===== config.mk =====
export PLATFORM = sky130hd
export DESIGN_NAME = mem_req_arb
export DESIGN_NICKNAME = d
export VERILOG_FILES = /design/src/rtl/mem_req_arb.sv
export SDC_FILE = /design/constraint.sdc
export NUM_CORES = 1
export LEC_CHECK = 0
export CORE_AREA = 2 2 130 132
export DETAILED_ROUTE_END_ITERATION = 7
export DIE_AREA = 0 0 132 134
export PLACE_DENSITY = 0.72
export REMOVE_ABC_BUFFERS = 1
export SKIP_CTS_REPAIR_TIMING = 1
export SLEW_MARGIN = 20
export SYNTH_ARGS = -nofsm -noshare
export SYNTH_HDL_FRONTEND = slang
export SYNTH_SLANG_ARGS = --single-unit

===== constraint.sdc =====
create_clock -name clk -period 6 [get_ports clk]
set_clock_uncertainty 0.1 [all_clocks]
set_input_delay 0.6 -clock clk [delete_from_list [all_inputs] [get_ports clk]]
set_output_delay 0.6 -clock clk [all_outputs]
set_load 0.01 [all_outputs]

===== src/rtl/mem_req_arb.sv =====
// mem_req_arb: round-robin arbiter sharing one valid/ready channel among N requesters,
// with burst lock until the last beat and a one-entry registered output tagged by requester.
//
// state  | meaning
// IDLE   | no burst in progress; grant scans requesters starting at ptr
// LOCKED | owner is mid-burst; only owner may transfer, others wait even on a bubble

module mem_req_arb #(
    parameter int WIDTH = 64,
    parameter int N     = 4,
    parameter int ID_W  = 2
) (
    input  logic               clk,
    input  logic               rst_n,
    input  logic [N*WIDTH-1:0] req_data,
    input  logic [N-1:0]       req_valid,
    input  logic [N-1:0]       req_last,
    output logic [N-1:0]       req_ready,
    output logic [WIDTH-1:0]   out_data,
    output logic [ID_W-1:0]    out_id,
    output logic               out_last,
    output logic               out_valid,
    input  logic               out_ready
);

    typedef enum logic {
        IDLE   = 1'b0,
        LOCKED = 1'b1
    } state_t;

    state_t            state, state_nxt;
    logic [ID_W-1:0]   owner, owner_nxt;
    logic [ID_W-1:0]   ptr, ptr_nxt;

    logic [N-1:0]      grant;
    logic [ID_W-1:0]   gnt_idx;
    logic              found;
    logic              can_load;
    logic              xfer;
    logic [WIDTH-1:0]  sel_data;
    logic              sel_last;

    function automatic logic [ID_W-1:0] rr_idx(input logic [ID_W-1:0] base, input int offs);
        int s;
        s = int'(base) + offs;
        if (s >= N) s = s - N;
        return ID_W'(s);
    endfunction

    always_ff @(posedge clk or negedge rst_n) begin
        if (!rst_n) begin
            state <= IDLE;
            owner <= '0;
            ptr   <= '0;
        end else begin
            state <= state_nxt;
            owner <= owner_nxt;
            ptr   <= ptr_nxt;
        end
    end

    always_comb begin
        state_nxt = state;
        owner_nxt = owner;
        ptr_nxt   = ptr;
        if (xfer) begin
            if (sel_last) begin
                state_nxt = IDLE;
                ptr_nxt   = (gnt_idx == ID_W'(N - 1)) ? '0 : gnt_idx + ID_W'(1);
            end else if (state == IDLE) begin
                state_nxt = LOCKED;
                owner_nxt = gnt_idx;
            end
        end
    end

    // Grant never looks at out_ready; back-pressure only gates req_ready via can_load.
    always_comb begin
        grant   = '0;
        gnt_idx = '0;
        found   = 1'b0;
        if (state == LOCKED) begin
            gnt_idx      = owner;
            grant[owner] = 1'b1;
        end else begin
            for (int k = 0; k < N; k++) begin
                if (!found && req_valid[rr_idx(ptr, k)]) begin
                    found   = 1'b1;
                    gnt_idx = rr_idx(ptr, k);
                end
            end
            grant[gnt_idx] = found;
        end
        if (!rst_n) grant = '0;

        sel_data = '0;
        sel_last = 1'b0;
        for (int i = 0; i < N; i++) begin
            if (grant[i]) begin
                sel_data = req_data[i*WIDTH +: WIDTH];
                sel_last = req_last[i];
            end
        end
    end

    assign can_load  = !out_valid || out_ready;
    assign req_ready = grant & {N{can_load}};
    assign xfer      = |(req_valid & req_ready);

    always_ff @(posedge clk or negedge rst_n) begin
        if (!rst_n) begin
            out_valid <= 1'b0;
            out_data  <= '0;
            out_id    <= '0;
            out_last  <= 1'b0;
        end else if (xfer) begin
            out_valid <= 1'b1;
            out_data  <= sel_data;
            out_id    <= gnt_idx;
            out_last  <= sel_last;
        end else if (out_ready) begin
            out_valid <= 1'b0;
        end
    end

endmodule


Figure 1. Clock distribution.
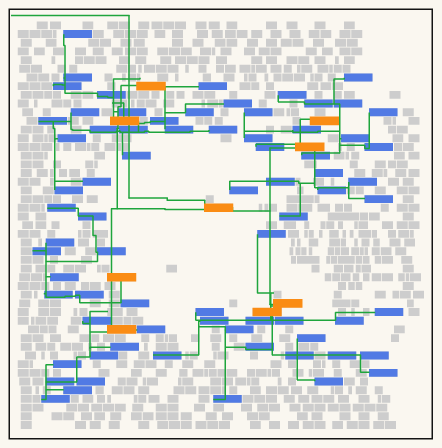
legend:
  blue:
    item: flip-flops
    count: 73
  green:
    item: clock wires
    length: 1230 µm
  orange:
    item: clock-net drivers
    count: 9
routed clock nets: 10
flops lie: all over the die

Figure 2. Placement by cell class.
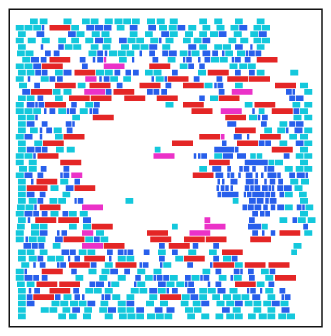
legend:
  blue:
    class: remaining logic cells
    cells: 334
    share_of_their_area: 30%
  red:
    class: registers
    cells: 73
    share_of_their_area: 23%
  magenta:
    class: clock drivers and dummy loads
    cells: 15
    share_of_their_area: 3.6%
  cyan:
    class: remaining buffers and delay cells
    cells: 346
    share_of_their_area: 43%

==> CHANGELOG.md <==
## Flow update

* Status: finished, violations left
* Failing checks: DRC
* Crit end category: primary output
* Most frequent cells in the layout: 337 x clkdlybuf4s50_1, 73 x dfrtp_1, 69 x inv_1, 66 x o211ai_1
* CP arrival at 3.49 ns
* GRT Util Overall at 0.1982
* GR met2 Demand/Resource at 0.3348
* Vias at 5150
* OpenROAD warning count at 25
* Pre-CTS setup slack at 1.850 ns
* Max cap viols at 0
* Number of failing hold endpoints at the final stage at 0
* Post-synth seq share at 0.4163
* Post-route setup TNS at 0 ns
* PD cells at 415.9 nW/µm²
* Final nets at 1031
* Vias in the first global route at 5144
* Worst Setup SP: req_valid[3]
* Leak at 0.003207 µW
* Wire length of the first global-routing pass at 27950 µm
* Routed vias/inst at 5.213
* DRC Markers at 2
* GR Layer Usage met1 at 0.2378
* Setup Viol. Count Final at 0
* Area delta synth->final at 87.80%
* Yosys chip area at 4388 µm²
* Critical-path maximum fanout at 30
* Synth Flop Type: dfrtp_1
Figure 3. Track usage over the die.
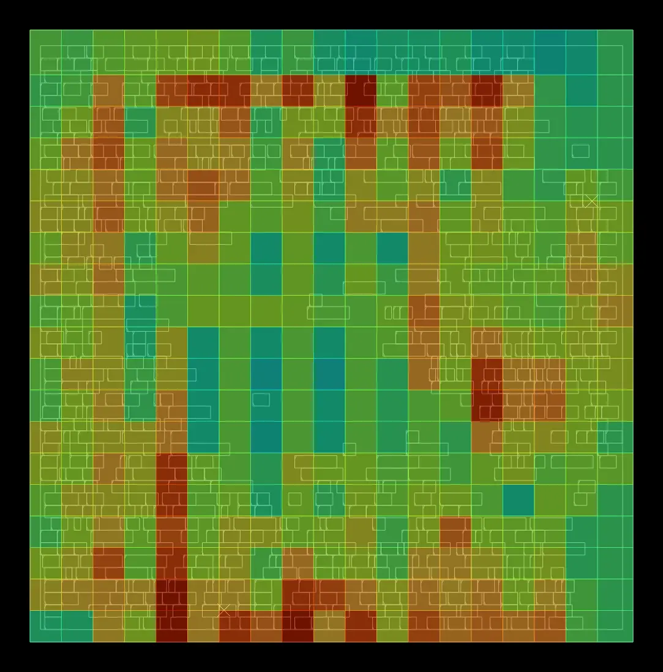
global routing's busiest layer: met2
Routed WL per cell: 18.20 µm

report_power, final:
part | internal (µW) | leakage, µW | switching [µW] | total, µW
registers | 762 | 0.000850 | 165 | 926
logic | 1080 | 0.00222 | 905 | 1980
clock network | 311 | 0.000138 | 208 | 520
cell families after synthesis:
| family | count (synthesis) | synth area share |
|---|---|---|
| AOI/OAI and AO/OA | 220 | 0.4129 |
| buffers and inverters | 114 | 0.1009 |
| DFF | 73 | 0.4163 |
| and+or+nand+nor | 38 | 0.05333 |
| muxes | 6 | 0.01454 |
| xor gates and xnor gates | 1 | 0.001996 |
layout make-up:
| cell class | instances | area (µm²) | share of cell area |
|---|---|---|---|
| timing repair buffer | 346 | 3441 | 0.4176 |
| multi-input combinational | 265 | 2156 | 0.2616 |
| sequential | 73 | 1827 | 0.2217 |
| tap | 220 | 275.3 | 0.03340 |
| clock buffer | 13 | 270.3 | 0.03280 |
| inverter | 69 | 259.0 | 0.03143 |
| clock inverter | 2 | 12.51 | 0.001518 |
cell usage after synthesis (4+ instances only):
master	n	share of area
nand2b_1	4	0.0057
dfrtp_1	73	0.42
clkbuf_1	26	0.022
nand2_1	7	0.0060
o21ai_0	5	0.0057
o211ai_1	66	0.11
o21a_1	64	0.11
buf_1	7	0.0060
nor2b_1	6	0.0086
buf_2	12	0.014
nor2_1	6	0.0051
a222oi_1	64	0.15
inv_1	69	0.059
sequential cells by signal, indices dropped and copies added, names as in the netlist:
name / flops
state: 1
owner: 2
out_data: 64
out_id: 2
out_last: 1
ptr: 2
out_valid: 1
worst max-delay path: stages:
cell             delay [ns]
clkdlybuf4s50_1        0.66
nor4_1                 0.11
or3b_1                 0.39
a2111oi_2              0.37
or2_2                  0.61
nor2b_1                0.20
clkdlybuf4s50_1        0.54
stage by stage:
step | instances | utilization | area [µm²]
2_1_floorplan | 407 | - | 4204
3_3_place_gp | 973 | 0.4885 | 7958
3_5_place_dp | 973 | 0.4885 | 7958
4_1_cts | 988 | 0.5059 | 8240
5_1_grt | 988 | 0.5059 | 8240
6_report | 988 | 0.5059 | 8240
path summary, 6_finish.rpt:
check / to / slack (ns) / cells after the start
worst min-delay path: out_valid / 0.16 / 1
worst max-delay path: req_ready[2] / 1.81 / 7
min in group clk: out_data[11] / 0.39 / 1
worst min register to register: out_data[11] / 0.39 / 1
max in group asynchronous: out_data[4] / 4.72 / 2
worst max register to register: owner[1] / 2.73 / 7
routing by layer:
layer  vias to the layer above  share of wire  routed length (µm)
li1                       2402              -                   -
met1                      2466           0.39                7034
met2                       256           0.50                9007
met3                        26          0.085                1527
met4                         0          0.023                 412
met5                         -              0                   0
No activity file was given, so power comes from the tool's default toggle rates.
